layers.png
Only two layers are drawn.
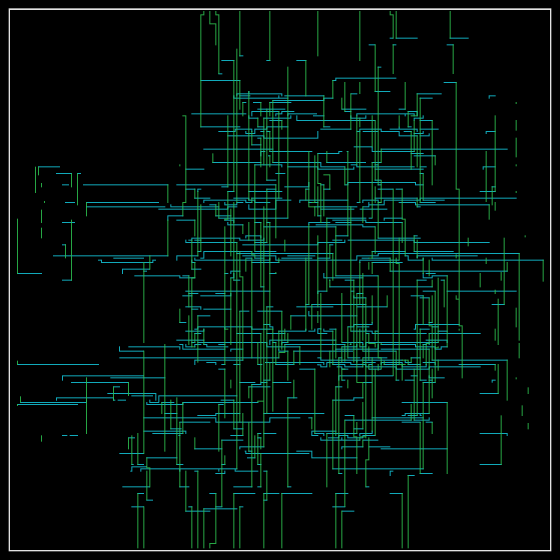
gates.png
Bar = 20 um.
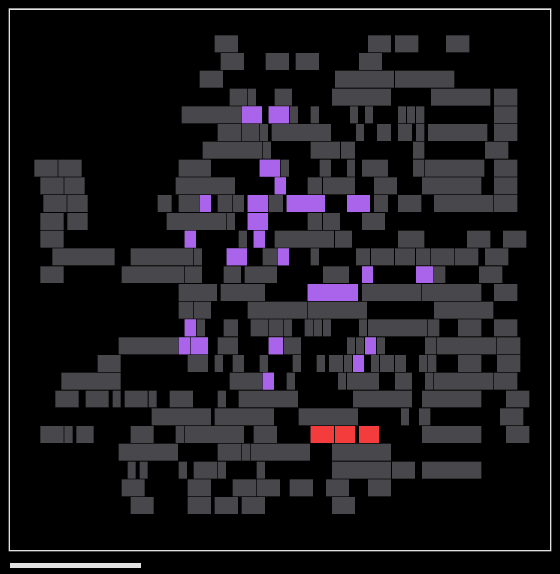
clock_nets.png
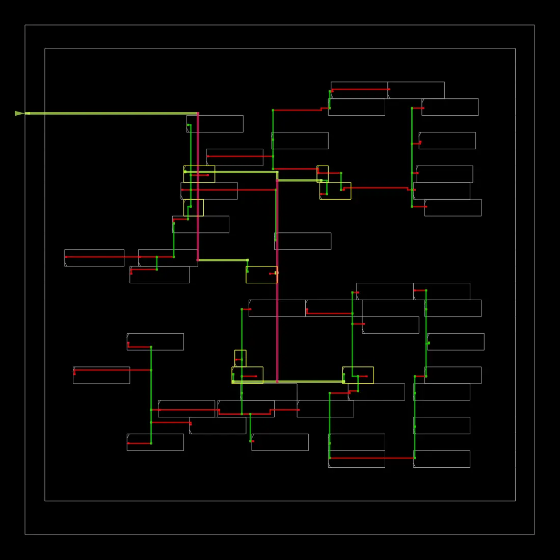
pinout.png
Pins as bars across the die edge, other pins in grey.
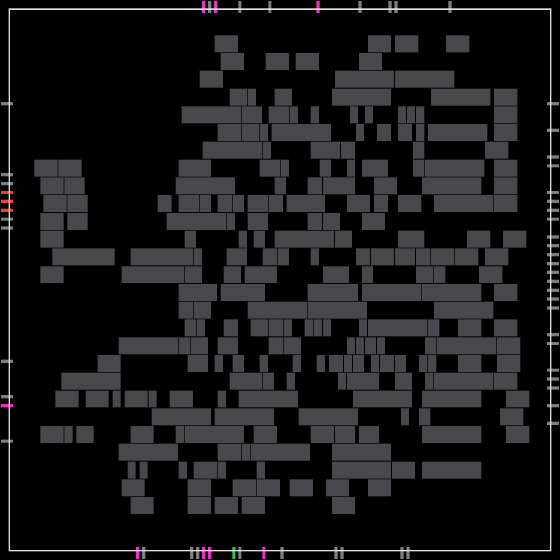
File: src/rtl/inta_sequencer.sv
// INTA sequencer for an 8259-style PIC in 8086 mode.
// Raises INT, tracks the two INTA pulses, freezes the winning IR,
// drives the cascade bus as master and places the vector on the data bus.
//
// state | meaning
// IDLE  | no request being served
// PEND  | INT raised, waiting for the first INTA fall
// ACK1  | first INTA low, id frozen, cascade driven if a slave owns the IR
// WAIT2 | between the two INTA pulses
// ACK2  | second INTA low, vector driven by whichever device is responsible
module inta_sequencer #(
    parameter int SYNC_STAGES = 2          // 1..3
) (
    input  logic       clk,
    input  logic       reset,
    input  logic       INTA_n,
    input  logic       SNGL,
    input  logic       SP,
    input  logic       AEOI,
    input  logic [7:0] slaveReg,
    input  logic [2:0] slaveID,
    input  logic [4:0] vecBase,
    input  logic       intrFlag,
    input  logic [2:0] intrID,
    input  logic [2:0] cascIn,
    output logic [2:0] cascOut,
    output logic       cascOE,
    output logic       INT,
    output logic [7:0] isrSet,
    output logic [7:0] eoiAuto,
    output logic [7:0] dataOut,
    output logic       dataOE,
    output logic       busy
);

    typedef enum logic [2:0] {IDLE, PEND, ACK1, WAIT2, ACK2} stateT;

    stateT                  state, stateNext;
    logic [SYNC_STAGES-1:0] syncQ;
    logic                   intaS, intaD, fall, rise;
    logic [2:0]             idQ, idNext;
    logic                   spuriousQ, spuriousNext;
    logic                   responsible;
    logic                   intNext, cascOENext, dataOENext;
    logic [2:0]             cascOutNext;
    logic [7:0]             isrSetNext, eoiAutoNext, dataOutNext;

    assign intaS = syncQ[SYNC_STAGES-1];
    assign fall  = intaD & ~intaS;
    assign rise  = ~intaD & intaS;
    assign busy  = (state != IDLE);

    // The slave's decision uses cascIn as seen on the second fall edge.
    assign responsible = SNGL ? 1'b1 : (SP ? ~slaveReg[idQ] : (cascIn == slaveID));

    // Synchronise INTA_n; flops idle high so reset looks like INTA inactive.
    always_ff @(posedge clk or posedge reset) begin
        if (reset) begin
            syncQ <= '1;
            intaD <= 1'b1;
        end else begin
            syncQ[0] <= INTA_n;
            for (int i = 1; i < SYNC_STAGES; i++) syncQ[i] <= syncQ[i-1];
            intaD <= intaS;
        end
    end

    // State, frozen id and registered outputs.
    always_ff @(posedge clk or posedge reset) begin
        if (reset) begin
            state     <= IDLE;
            idQ       <= '0;
            spuriousQ <= 1'b0;
            INT       <= 1'b0;
            cascOut   <= '0;
            cascOE    <= 1'b0;
            isrSet    <= '0;
            eoiAuto   <= '0;
            dataOut   <= '0;
            dataOE    <= 1'b0;
        end else begin
            state     <= stateNext;
            idQ       <= idNext;
            spuriousQ <= spuriousNext;
            INT       <= intNext;
            cascOut   <= cascOutNext;
            cascOE    <= cascOENext;
            isrSet    <= isrSetNext;
            eoiAuto   <= eoiAutoNext;
            dataOut   <= dataOutNext;
            dataOE    <= dataOENext;
        end
    end

    // Next-state and next-output decode; pulses default low every cycle.
    always_comb begin
        stateNext    = state;
        idNext       = idQ;
        spuriousNext = spuriousQ;
        intNext      = INT;
        cascOutNext  = cascOut;
        cascOENext   = cascOE;
        isrSetNext   = '0;
        eoiAutoNext  = '0;
        dataOutNext  = dataOut;
        dataOENext   = dataOE;
        case (state)
            IDLE: begin
                if (intrFlag) begin
                    stateNext = PEND;
                    intNext   = 1'b1;
                end
            end
            PEND: begin
                if (fall) begin
                    stateNext = ACK1;
                    intNext   = 1'b0;
                    if (intrFlag) begin
                        idNext       = intrID;
                        spuriousNext = 1'b0;
                        isrSetNext   = 8'b1 << intrID;
                    end else begin
                        // Request withdrawn before acknowledge: answer with IR7.
                        idNext       = 3'd7;
                        spuriousNext = 1'b1;
                    end
                    if (SP && !SNGL && slaveReg[idNext]) begin
                        cascOutNext = idNext;
                        cascOENext  = 1'b1;
                    end else begin
                        cascOutNext = '0;
                        cascOENext  = 1'b0;
                    end
                end
            end
            ACK1: begin
                if (rise) stateNext = WAIT2;
            end
            WAIT2: begin
                if (fall) begin
                    stateNext   = ACK2;
                    cascOutNext = '0;
                    cascOENext  = 1'b0;
                    if (responsible) begin
                        dataOutNext = {vecBase, idQ};
                        dataOENext  = 1'b1;
                    end
                end
            end
            ACK2: begin
                if (rise) begin
                    stateNext   = IDLE;
                    dataOutNext = '0;
                    dataOENext  = 1'b0;
                    cascOutNext = '0;
                    cascOENext  = 1'b0;
                    if (AEOI && !spuriousQ) eoiAutoNext = 8'b1 << idQ;
                end
            end
            default: stateNext = IDLE;
        endcase
    end

endmodule

File: config.mk
export PLATFORM = sky130hd
export DESIGN_NAME = inta_sequencer
export DESIGN_NICKNAME = d
export VERILOG_FILES = /design/src/rtl/inta_sequencer.sv
export SDC_FILE = /design/constraint.sdc
export NUM_CORES = 1
export LEC_CHECK = 0
export CAP_MARGIN = 40
export CORE_MARGIN = 3
export CORE_UTILIZATION = 32
export DETAILED_ROUTE_END_ITERATION = 12
export PLACE_DENSITY_LB_ADDON = 0.25
export SLEW_MARGIN = 15
export SYNTH_ARGS = -nofsm -noshare
export SYNTH_HDL_FRONTEND = slang
export SYNTH_SLANG_ARGS = --single-unit
File: constraint.sdc
create_clock -name clk -period 2.85 [get_ports clk]
set_input_delay 0.57 -clock clk [delete_from_list [all_inputs] [get_ports clk]]
set_output_delay 0.57 -clock clk [all_outputs]
set_load 0.01 [all_outputs]
==> results.yml <==
# flow metrics
grt:
  busiest_layer: "met2"
  grt_util_met1: 0.170
  grt_pass1_wl_um: 6920
  grtUsageMet2: 0.226
  grt_start_max_net_pins: 41
final_timing:
  max_freq_ghz: 0.440
  rsz0062_at_grt: "false"
  fin_crit_ns: 2.27
yosys:
  xor_share: 0.0186
  ys_sh_aoi: 0.108
  ys_area_um2: 1880
  syn_nets: 208
  synth_cell_types: 43
  synth-edff-count: 0
  muxShareOfSynthArea: 0.0545
  area_leaders: "dfrtp_1, nand2_1, mux2i_1"
  top_cells_by_count: "dfrtp_1, nand2_1, nor2_1, inv_1, mux2i_1"
route:
  wl_met1_um: 1910
  first_pass_iters: 4
  ant_nets: 0
  via_per_inst: 4.76
  dr_wl_met3_um: 297
  drt_iter0_drc: 53
  top_layer_used: "met4"
  wl_met2_um: 1980
run:
  maxCapViolCount: 0
status:
  status: "finished, final reports clean"
finish:
  fillers: 548
  utilization: 0.466
  register_area_um2: 1000
  fin_cells: 312
  signal_buffers: 61
  layout_top_cells: "clkdlybuf4s50_1, dfrtp_1, nand2_1"
floorplan:
  die-area_um2: 6840
  die_w_um: 82.7
power_and_ir_drop:
  seq_power_mw: 0.876
  total_power_mw: 1.91
  switchingPower_mw: 0.655
  power.internal_mw: 1.25
  power_density_nw_per_um2: 730
  combPwrFrac: 0.347
clock_network:
  post_cts_resized: 0
  cts.sinks: 40
setup_path:
  critPathMaxFanout: 11
  worstSetupPathType: "reg -> out"
## Picture notes: layers.png
Key: M1 = cyan [wire length 1910 um]; M2 = green [wire length 1980 um]
WL final: 4250 um
wire per inst: 13.6 um
Overall Global Routing Usage: 0.135
vias: 1486

## Picture notes: gates.png
Key: aoi and oai cells = purple [cells 23, most used o21ai_0, where middle]; non-inverting ao/oa cells = red [cells 3, most used a22o_1]

## Picture notes: clock_nets.png
clkbuf count: 5
clock skew: 0.00766 ns
CTS Buf Count: 5

## Picture notes: pinout.png
Key: dataOut = magenta [pins 8, direction output, edge 4 bottom, 3 top, 1 left]; busy = green [pins 1, direction output, edge bottom]; slaveID = red [pins 3, direction input, edge left]
All pins by edge: 24 right, 14 bottom, 12 left, 10 top.

worst paths after layout:
kind / to / slack, ns / cells after the start
min in group asynchronous: dataOut[5]$_DFFE_PP0P_ / 0.69 / 3
max in group asynchronous: syncQ[1]$_DFF_PP1_ / 1.80 / 3
min reg2reg: syncQ[1]$_DFF_PP1_ / 0.36 / 0
max reg2reg: dataOut[5]$_DFFE_PP0P_ / 0.71 / 5
min: syncQ[1]$_DFF_PP1_ / 0.36 / 0
max: busy / 0.58 / 2
worst max-delay path, stage by stage (launching register included):
cell and delay, ns:
dfrtp_1 0.51, or3_1 0.40, clkdlybuf4s50_1 0.50
